Run 1, the clock network:
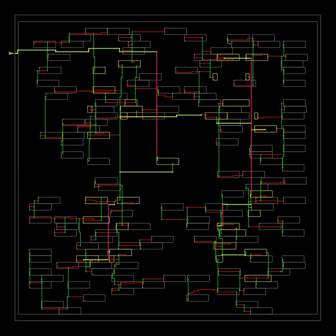
Run 1, local utilization:
(3 px per µm) The die is cut into 13 by 13 equal tiles; white is low, dark blue is high, 0 to 100% covered.
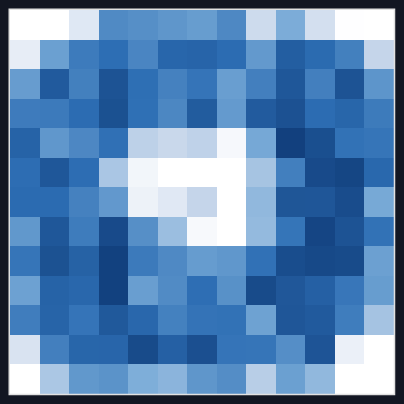
Run 1, clock distribution:
(3 px per µm)
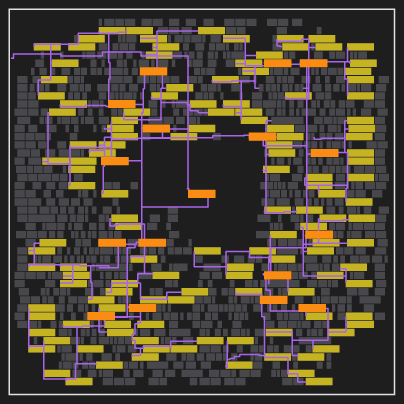
File: config.mk
export PLATFORM = sky130hd
export DESIGN_NAME = pipe_hazard_ctrl
export DESIGN_NICKNAME = d
export VERILOG_FILES = /design/src/rtl/pipe_hazard_ctrl_pkg.sv /design/src/rtl/pipe_hazard_ctrl_sat_counter.sv /design/src/rtl/pipe_hazard_ctrl.sv
export SDC_FILE = /design/constraint.sdc
export NUM_CORES = 1
export LEC_CHECK = 0
export CORE_UTILIZATION = 46
export CTS_CLUSTER_DIAMETER = 150
export DETAILED_ROUTE_END_ITERATION = 6
export HOLD_SLACK_MARGIN = 0.15
export PLACE_DENSITY = 0.86
export SYNTH_ARGS = -nofsm -noshare
export SYNTH_HDL_FRONTEND = slang
export SYNTH_SLANG_ARGS = --single-unit
File: constraint.sdc
create_clock -name clk_i -period 5 [get_ports clk_i]
set_clock_uncertainty 0.15 [all_clocks]
set_input_delay 1.5 -clock clk_i [delete_from_list [all_inputs] [get_ports clk_i]]
set_output_delay 1.5 -clock clk_i [all_outputs]
set_load 0.05 [all_outputs]
File: src/rtl/pipe_hazard_ctrl_pkg.sv
// Shared constants for the Y86-64 hazard controller: icodes, register id,
// status codes and run-state encodings.
package pipe_hazard_ctrl_pkg;

  localparam logic [3:0] IHALT   = 4'h0;
  localparam logic [3:0] INOP    = 4'h1;
  localparam logic [3:0] IRRMOVQ = 4'h2;
  localparam logic [3:0] IIRMOVQ = 4'h3;
  localparam logic [3:0] IRMMOVQ = 4'h4;
  localparam logic [3:0] IMRMOVQ = 4'h5;
  localparam logic [3:0] IOPQ    = 4'h6;
  localparam logic [3:0] IJXX    = 4'h7;
  localparam logic [3:0] ICALL   = 4'h8;
  localparam logic [3:0] IRET    = 4'h9;
  localparam logic [3:0] IPUSHQ  = 4'hA;
  localparam logic [3:0] IPOPQ   = 4'hB;

  localparam logic [3:0] RNONE = 4'hF;

  localparam logic [2:0] SBUB = 3'd0;
  localparam logic [2:0] SAOK = 3'd1;
  localparam logic [2:0] SHLT = 3'd2;
  localparam logic [2:0] SADR = 3'd3;
  localparam logic [2:0] SINS = 3'd4;

  typedef enum logic [1:0] {
    ST_FLUSH = 2'd0,
    ST_RUN   = 2'd1,
    ST_DRAIN = 2'd2,
    ST_HALT  = 2'd3
  } state_e;

  function automatic logic isExc(input logic [2:0] stat);
    return (stat == SHLT) || (stat == SADR) || (stat == SINS);
  endfunction

endpackage

File: src/rtl/pipe_hazard_ctrl_sat_counter.sv
// Saturating event counter with synchronous clear that wins over increment.
module pipe_sat_counter #(
  parameter int CNT_W = 32
) (
  input  logic             clk_i,
  input  logic             rst_i,
  input  logic             inc_i,
  input  logic             clr_i,
  output logic [CNT_W-1:0] cnt_o
);

  logic [CNT_W-1:0] r_cnt;

  always_ff @(posedge clk_i or posedge rst_i) begin
    if (rst_i) begin
      r_cnt <= '0;
    end else if (clr_i) begin
      r_cnt <= '0;
    end else if (inc_i && (r_cnt != {CNT_W{1'b1}})) begin
      r_cnt <= r_cnt + 1'b1;
    end
  end

  assign cnt_o = r_cnt;

endmodule

File: src/rtl/pipe_hazard_ctrl.sv
// Stall/bubble sequencer for the 5-stage Y86-64 pipeline with run-state FSM
// and performance counters.
module pipe_hazard_ctrl
  import pipe_hazard_ctrl_pkg::*;
#(
  parameter int CNT_W = 32
) (
  input  logic             clk_i,
  input  logic             rst_i,
  input  logic [3:0]       D_icode_i,
  input  logic [3:0]       E_icode_i,
  input  logic [3:0]       M_icode_i,
  input  logic [3:0]       d_srcA_i,
  input  logic [3:0]       d_srcB_i,
  input  logic [3:0]       E_dstM_i,
  input  logic             e_Cnd_i,
  input  logic [2:0]       m_stat_i,
  input  logic [2:0]       W_stat_i,
  input  logic             clr_cnt_i,
  output logic             F_stall_o,
  output logic             D_stall_o,
  output logic             D_bubble_o,
  output logic             E_bubble_o,
  output logic             M_bubble_o,
  output logic             W_stall_o,
  output logic [1:0]       state_o,
  output logic             halted_o,
  output logic [CNT_W-1:0] cyc_cnt_o,
  output logic [CNT_W-1:0] lu_cnt_o,
  output logic [CNT_W-1:0] ret_cnt_o,
  output logic [CNT_W-1:0] mis_cnt_o
);

  state_e r_state;
  logic   r_halted;

  logic w_luHaz;
  logic w_retHaz;
  logic w_misPred;
  logic w_mExc;
  logic w_wExc;
  logic w_active;

  assign w_luHaz   = ((E_icode_i == IMRMOVQ) || (E_icode_i == IPOPQ)) &&
                     (E_dstM_i != RNONE) &&
                     ((E_dstM_i == d_srcA_i) || (E_dstM_i == d_srcB_i));
  assign w_retHaz  = (D_icode_i == IRET) || (E_icode_i == IRET) || (M_icode_i == IRET);
  assign w_misPred = (E_icode_i == IJXX) && !e_Cnd_i;
  assign w_mExc    = isExc(m_stat_i);
  assign w_wExc    = isExc(W_stat_i);
  assign w_active  = (r_state == ST_RUN) || (r_state == ST_DRAIN);

  // Reset forces FLUSH asynchronously, so reset-time outputs are the FLUSH set.
  always_comb begin
    F_stall_o  = 1'b0;
    D_stall_o  = 1'b0;
    D_bubble_o = 1'b0;
    E_bubble_o = 1'b0;
    M_bubble_o = 1'b0;
    W_stall_o  = 1'b0;
    case (r_state)
      ST_FLUSH: begin
        F_stall_o  = 1'b1;
        D_bubble_o = 1'b1;
        E_bubble_o = 1'b1;
        M_bubble_o = 1'b1;
      end
      ST_RUN, ST_DRAIN: begin
        F_stall_o  = w_luHaz | w_retHaz;
        D_stall_o  = w_luHaz;
        D_bubble_o = w_misPred | (w_retHaz & ~w_luHaz);
        E_bubble_o = w_misPred | w_luHaz;
        M_bubble_o = w_mExc | w_wExc | (r_state == ST_DRAIN);
        W_stall_o  = w_wExc;
      end
      ST_HALT: begin
        F_stall_o  = 1'b1;
        D_stall_o  = 1'b1;
        W_stall_o  = 1'b1;
        E_bubble_o = 1'b1;
        M_bubble_o = 1'b1;
      end
      default: begin
        F_stall_o  = 1'b1;
        D_bubble_o = 1'b1;
        E_bubble_o = 1'b1;
        M_bubble_o = 1'b1;
      end
    endcase
  end

  // A write-back exception always wins over a memory-stage one: go straight to HALT.
  always_ff @(posedge clk_i or posedge rst_i) begin
    if (rst_i) begin
      r_state  <= ST_FLUSH;
      r_halted <= 1'b0;
    end else begin
      case (r_state)
        ST_FLUSH: r_state <= ST_RUN;
        ST_RUN: begin
          if (w_wExc) begin
            r_state  <= ST_HALT;
            r_halted <= 1'b1;
          end else if (w_mExc) begin
            r_state <= ST_DRAIN;
          end
        end
        ST_DRAIN: begin
          if (w_wExc) begin
            r_state  <= ST_HALT;
            r_halted <= 1'b1;
          end else if (!w_mExc) begin
            r_state <= ST_RUN;
          end
        end
        ST_HALT: r_halted <= 1'b1;
        default: r_state <= ST_FLUSH;
      endcase
    end
  end

  assign state_o  = r_state;
  assign halted_o = r_halted;

  pipe_sat_counter #(.CNT_W(CNT_W)) u_cycCnt (
    .clk_i (clk_i),
    .rst_i (rst_i),
    .inc_i (r_state == ST_RUN),
    .clr_i (clr_cnt_i),
    .cnt_o (cyc_cnt_o)
  );

  pipe_sat_counter #(.CNT_W(CNT_W)) u_luCnt (
    .clk_i (clk_i),
    .rst_i (rst_i),
    .inc_i (w_active & w_luHaz),
    .clr_i (clr_cnt_i),
    .cnt_o (lu_cnt_o)
  );

  pipe_sat_counter #(.CNT_W(CNT_W)) u_retCnt (
    .clk_i (clk_i),
    .rst_i (rst_i),
    .inc_i (w_active & w_retHaz & ~w_luHaz),
    .clr_i (clr_cnt_i),
    .cnt_o (ret_cnt_o)
  );

  pipe_sat_counter #(.CNT_W(CNT_W)) u_misCnt (
    .clk_i (clk_i),
    .rst_i (rst_i),
    .inc_i (w_active & w_misPred),
    .clr_i (clr_cnt_i),
    .cnt_o (mis_cnt_o)
  );

endmodule

==> run_results.csv, run 1 <==
group,metric,value,unit
synth,syn_area_per_cell,9.15,µm²
status,run_status,"finished clean",
worst_setup_path,critPathKind,"input pin to output port",
grt,grt_use_met1,32.9,%
sta,fin_setup_tns,0,ps
synth,syn_inst,797,
worst_setup_path,cp-end-kind,"output port",
synth,most_common_cell,"dfrtp_1",
place,globalplace.congestion,0.868,
detailed_routing,wl_met1,8480,µm
detailed_routing,top_layer_used,"met4",
worst_hold_path,hold_depth,1,
sta,max_freq,0.204,GHz
worst_setup_path,worstReg2RegEnd,"u_luCnt.cnt_o[25]",
pwr,peakVddDrop,0.223,mV
detailed_routing,wl_met2,9330,µm
clock_network,cts-hold-fix-buffers,0,
synth,yosys-top-cells-count,"dfrtp_1, nor2_1, xnor2_1, nand3_1",
synth,aoi_share,7.43,%
clock_network,cts_sinks,131,
worst_setup_path,critPathTopFamily,"buffers and inverters",
worst_setup_path,worstSetupPathDepth,9,
synth,netlist_area,7290,µm²
clock_network,numCtsBuffers,17,
worst_setup_path,rr_startpoint,"state_o[1]",
synth,async_flop_share,100,%
clock_network,cts_tree,"built",
die,ios,171,
pwr,finalPower,0.00310,W
clock_network,clock_path_buffers,2,
synth,synthTopLogicFamily,"simple AND/OR/NAND/NOR gates",
synth,ys_sh_xor,11.2,%
clock_network,cts_resized,2,
synth,yosys_area,7290,µm²
finish,final_cells,1195,
synth,edf_count,0,
sta,final.setup.worst_slack,100,ps
synth,mux_area_share,1.70,%
finish,drive_gt1_share,8.04,%
synth,fp_nets,840,
detailed_routing,routed_via_density,5.70,
place,hpwl,13500,µm
worst_setup_path,rrSetupSlack,1750,ps
synth,top_area_cell,"dfrtp_1",
synth,top_cell_area_share,45.0,%
sta,setup_viol,0,
clock_network,cts_root_buf,"clkbuf_16",
worst_setup_path,cp_slowest_cell,"clkdlybuf4s50_1",
worst_hold_path,min_path_type,"flop to flop",
synth,seq_area_frac_synth,45.0,%
sta,max_slew_margin,23.4,%
detailed_routing,drt-initial-drc-count,561,
clock_network,clkTransAtPathRegs,50,ps
worst_setup_path,worst-path-buf-inv,4,
worst_setup_path,endpoint,"D_bubble_o",
finish,nets,1013,
detailed_routing,drt_first_pass_iters,6,
grt,grt_pass1_vias,6376,
grt,overflow,0,
worst_hold_path,holdPathEnd,"halted_o",
place,place_area,9300,µm²
synth,synth.distinct_cells,53,
grt,grt_pass1_wl,32000,µm
detailed_routing,postRouteAntennaNets,0,
synth,ys_sh_adder,1.54,%
worst_setup_path,required,3350,ps
sta,whs,351,ps
worst_setup_path,crit_fanout,4,
grt,globalRouteMet3Util,7.14,%
detailed_routing,vias,6814,
worst_setup_path,worst_ep_arrival_time,3250,ps
synth,yosys_warnings,0,
synth,flop_cell,"dfrtp_1",
worst_setup_path,path_cells,"clkdlybuf4s50_1 -> nor4bb_4 -> buf_4 -> nor3_1 -> nand2b_1 -> nand2b_4 -> a21oi_2 -> buf_4 -> buf_12",
pwr,power_leakage,3.93,nW
die,dieHeight,128,µm
grt,use_met2,39.2,%
grt,top_usage_layer,"met2",
detailed_routing,wl_per_cell,16.3,µm
finish,synthToLayoutAreaGrowth,37.3,%
die,die-area,16400,µm²
worst_setup_path,critPathMaxStageDelay,520,ps
pwr,power_density,310,nW/µm²
sta,hold_violations,0,
sta,tightest_slew,1120,ps
synth,ys_ff,131,
detailed_routing,wl_met3,1520,µm
flow_run,maxCapViolations,0,
grt,track_usage,24.8,%
finish,final_cell_area,10000,µm²
worst_setup_path,reg2reg_depth,7,
die,rows,45,
sta,final_max_slew_viol_count,0,
clock_network,htree_levels,4,
detailed_routing,drcViolationCount,0,
grt,antenna_found_initial,1,
worst_hold_path,min_from,"halted_o",
synth,ys_top_cells_by_area,"dfrtp_1, nor2_1, xnor2_1",
place,dp.cells,1161,
worst_setup_path,cpMostUsedCell,"buf_4",
die,die_w,128,µm
sta,post-route-period-util,98.0,%
place,io_buffers,170,
synth,ys_sh_simple,30.4,%
grt,grt_max_degree,109,
place,pre_cts_ws,-105,ps
finish,lay_top_count,"clkdlybuf4s50_1",
detailed_routing,wirelength,19500,µm
clock_network,postCtsSetupBuffers,0,
sta,post-route-min-period,4900,ps
worst_setup_path,startpoint_type,"input pin",
synth,ys_cells,797,
worst_setup_path,critPathLaunch,"E_icode_i[3]",
flow_run,tool_warnings,34,
finish,layout_top_cells,"clkdlybuf4s50_1, dfrtp_1, nor2_1, xnor2_1, nand3_1",
Notes on 'the clock network' above:
clock latency on the worst-skew pair: 420 ps
Clock group: 0.00134 W

Notes on 'local utilization' above:
- emptiest ninth of the die: center
- tiles over 75% full: 34%
- densest ninth of the die: east
- nearly empty tiles: 7.7%
- mean over tiles: 60%
- fullest tile: 93%
Core ar.: 15300 µm²
FP Core Util: 47.6%
fin util: 65.4%

Notes on 'clock distribution' above:
- clock wires: purple (length 1700 µm)
- clock drivers: orange (count 17)
- flip-flops: yellow (count 131)
- routed clock nets: 18
- flops lie: spread over the die
clock group share of total power: 43.2%

## run 1: power by group
group          internal, W  switching, W  leakage [nW]
sequential         0.00108     0.0000261          1.82
combinational     0.000245      0.000412          1.80
clock             0.000885      0.000453         0.309
total              0.00221      0.000891          3.93
## run 1: state kept, by name (all words and copies together) (netlist names)
name and flops:
u_retCnt.cnt_o 32, u_misCnt.cnt_o 32, state_o 2, halted_o 1
u_cycCnt.cnt_o 32, u_luCnt.cnt_o 32
## run 1: final cells by class
class,count,area [µm²]
flip-flops and latches,131,3280
clock buffers,23,488
inverters,18,71.3
diodes,1,2.50
fillers,1233,5300
well taps,211,264
multi-input cells,615,3870
repair buffers,187,1890
clock inverters,9,150
Run 1, M3 wires:
(4 px per µm) Cells faint in the background.
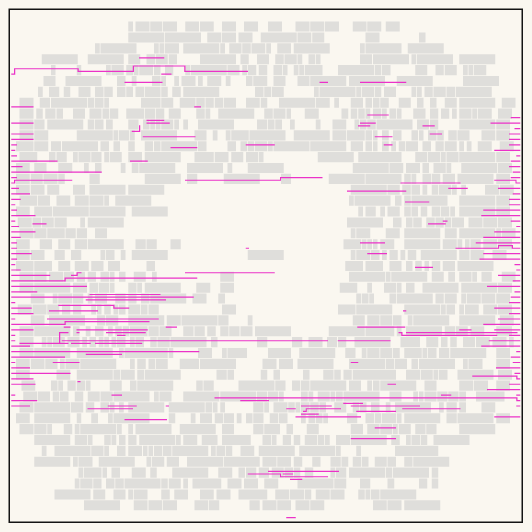

==> inputs of run 2 (changes only) <==
SKIP_LAST_GASP = 1   (was unset)
Run 2, M3 wires:
(4 px per µm) Cells faint in the background.
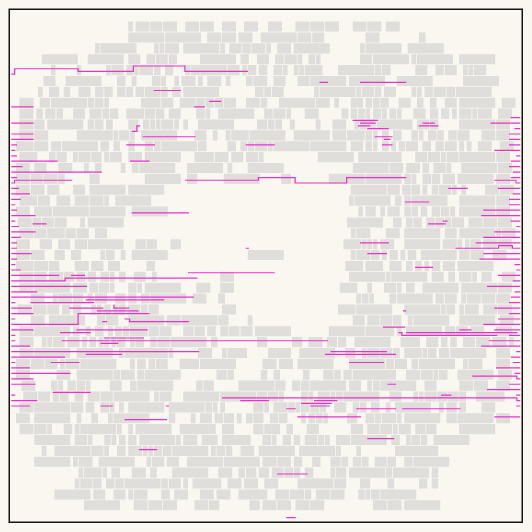
- share of all routed wire: 7.3%
- main direction: horizontal
- nets with wire on the layer: 157
- wire length on this layer: 1420 µm
Vias: 6775
met3 usage: 7.14%
Routed Wire Length: 19600 µm

Run 2, the clock network:
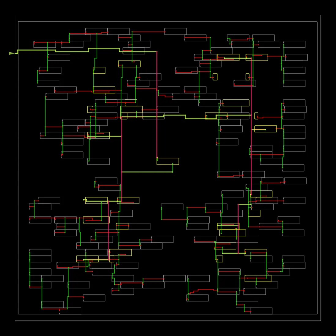
clock buffer count from CTS: 17
Sinks on Clock Net: 131
clock buf count: 23
flop count: 131

==> run 2 against run 1 <==
  * Via count shrank 0.57%
  * Fmax shrank 1.1%
  * Register-to-register slack is essentially flat
  * Sequential power is essentially flat
  * Non-clock buffer count is the same
  * Clock power is essentially flat
  * First-iteration DRC count grew 1.1%
  * Synthesized area is the same
  * Power is essentially flat
  * Critical endpoint is now D_stall_o
  * Combinational power is essentially flat
  * Design area is essentially flat
==> run_results.csv, run 2 <==
group,metric,value,unit
status,run_status,"finished clean",
place,io_buffers,170,
clock_network,clkTransAtPathRegs,50,ps
sta,rsz0062_at_grt,"yes",
grt,track_usage,24.8,%
grt,grt_pass1_vias,6376,
worst_setup_path,startpoint_type,"input pin",
worst_setup_path,path_cells,"clkdlybuf4s50_1 -> xor2_1 -> nor4_2 -> buf_4 -> o211ai_1 -> a21oi_2 -> buf_12",
place,hpwl,13500,µm
synth,ys_cells,797,
synth,top_area_cell,"dfrtp_1",
detailed_routing,postRouteAntennaNets,0,
die,nWellTaps,211,
sta,tightest_slew,1120,ps
clock_network,clock_path_buffers,2,
die,die-area,16400,µm²
finish,clk_share,6.38,%
die,core-area,15300,µm²
grt,grt_use_met1,32.9,%
finish,drive_gt1_share,8.04,%
synth,aoi_share,7.43,%
die,initial_core_util,47.6,%
worst_setup_path,worstSetupPathDepth,7,
worst_setup_path,required,3350,ps
finish,logic_gate_count,615,
clock_network,cts_tree,"built",
synth,seq_area_frac_synth,45.0,%
worst_setup_path,worst_ep_arrival_time,3300,ps
finish,mi_logic_area,3870,µm²
place,globalplace.congestion,0.868,
synth,edf_count,0,
pwr,power_density,310,nW/µm²
synth,yosys_area,7290,µm²
synth,async_flop_share,100,%
pwr,peakVddDrop,0.225,mV
detailed_routing,wl_met2,9310,µm
worst_setup_path,critPathTopFamily,"buffers and inverters",
worst_setup_path,critPathKind,"input pin to output port",
synth,ys_ff,131,
grt,antenna_found_initial,1,
worst_setup_path,cp-end-kind,"output port",
worst_setup_path,crit_fanout,2,
synth,synth.distinct_cells,53,
synth,synthTopLogicFamily,"simple AND/OR/NAND/NOR gates",
sta,hold_violations,0,
worst_hold_path,holdPathEnd,"halted_o",
sta,post-route-period-util,99.1,%
synth,fp_nets,840,
pwr,finalPower,0.00310,W
synth,ys_sh_adder,1.54,%
grt,overflow,0,
clock_network,cts_resized,2,
finish,flop_area,3280,µm²
synth,top_cell_area_share,45.0,%
sta,max_freq,0.202,GHz
finish,layout.nonclk_buf_share,18.8,%
worst_setup_path,critPathLaunch,"d_srcB_i[2]",
synth,ys_top_cells_by_area,"dfrtp_1, nor2_1, xnor2_1",
synth,mux_area_share,1.70,%
flow_run,maxCapViolations,0,
grt,grt_max_degree,109,
pwr,power_leakage,3.92,nW
detailed_routing,top_layer_used,"met4",
finish,diodes,1,
detailed_routing,wl_per_cell,16.4,µm
finish,buffers,187,
finish,nets,1013,
synth,ys_sh_simple,30.4,%
finish,lay_top_count,"clkdlybuf4s50_1",
sta,setup_viol,0,
sta,whs,351,ps
synth,syn_area_per_cell,9.15,µm²
sta,post-route-min-period,4950,ps
grt,use_met2,39.2,%
worst_setup_path,cp_slowest_cell,"clkdlybuf4s50_1",
finish,largest_cell_class,"multi-input combinational cells",
detailed_routing,drt-initial-drc-count,567,
finish,n_fill_cell,1234,
synth,yosys-top-cells-count,"dfrtp_1, nor2_1, xnor2_1, nand3_1",
grt,top_usage_layer,"met2",
synth,most_common_cell,"dfrtp_1",
synth,yosys_warnings,0,
detailed_routing,drt_first_pass_iters,7,
worst_setup_path,rr_startpoint,"state_o[1]",
finish,sh_seq_area,32.7,%
synth,netlist_area,7290,µm²
clock_network,cts_root_buf,"clkbuf_16",
worst_setup_path,worst-path-buf-inv,3,
detailed_routing,routed_via_density,5.67,
flow_run,tool_warnings,35,
finish,synthToLayoutAreaGrowth,37.3,%
clock_network,cts-hold-fix-buffers,0,
sta,max_slew_margin,23.3,%
die,die_w,128,µm
worst_setup_path,endpoint,"D_stall_o",
worst_hold_path,min_path_type,"flop to flop",
finish,n_all_inverters,18,
clock_network,htree_levels,4,
worst_setup_path,critPathMaxStageDelay,430,ps
die,ios,171,
worst_hold_path,hold_depth,1,
synth,syn_inst,797,
synth,flop_cell,"dfrtp_1",
detailed_routing,wl_met1,8630,µm
die,dieHeight,128,µm
grt,grt_pass1_wl,32000,µm
detailed_routing,wl_met3,1420,µm
sta,final_max_slew_viol_count,0,
synth,ys_sh_xor,11.2,%
finish,sh_comb_area,38.7,%
finish,layout_top_cells,"clkdlybuf4s50_1, dfrtp_1, nor2_1, xnor2_1, nand3_1",
place,place_area,9300,µm²
worst_setup_path,worstReg2RegEnd,"u_luCnt.cnt_o[25]",
worst_setup_path,rrSetupSlack,1760,ps
detailed_routing,drcViolationCount,0,
clock_network,postCtsSetupBuffers,0,
worst_setup_path,reg2reg_depth,7,
worst_hold_path,min_from,"halted_o",
die,rows,45,
finish,final_cell_area,10000,µm²
clock_network,clock_latency,420,ps
==> run 2: per-stage QoR <==
step / setup slack [ps] / setup TNS, ps / util, % / instances
final: 45.8 / 0 / 65.4 / 1195
after global routing: -48.9 / -62.2 / 65.3 / 1194
after CTS: -3.95 / -3.95 / 65.0 / 1193
after detailed placement: -105 / -158 / 60.7 / 1161
after global placement: -106 / -107 / 60.7 / 1161
after floorplan: 106 / 0 / - / 797
==> run 2: power breakdown <==
| part | switching, W | leakage [nW] | internal (W) | total (W) |
|---|---|---|---|---|
| Sequential | 0.0000266 | 1.82 | 0.00108 | 0.00111 |
| Clock | 0.000453 | 0.309 | 0.000885 | 0.00134 |
| Combinational | 0.000411 | 1.79 | 0.000245 | 0.000656 |
| Total | 0.000891 | 3.92 | 0.00221 | 0.00310 |
No activity file was given, so power comes from the tool's default toggle rates.
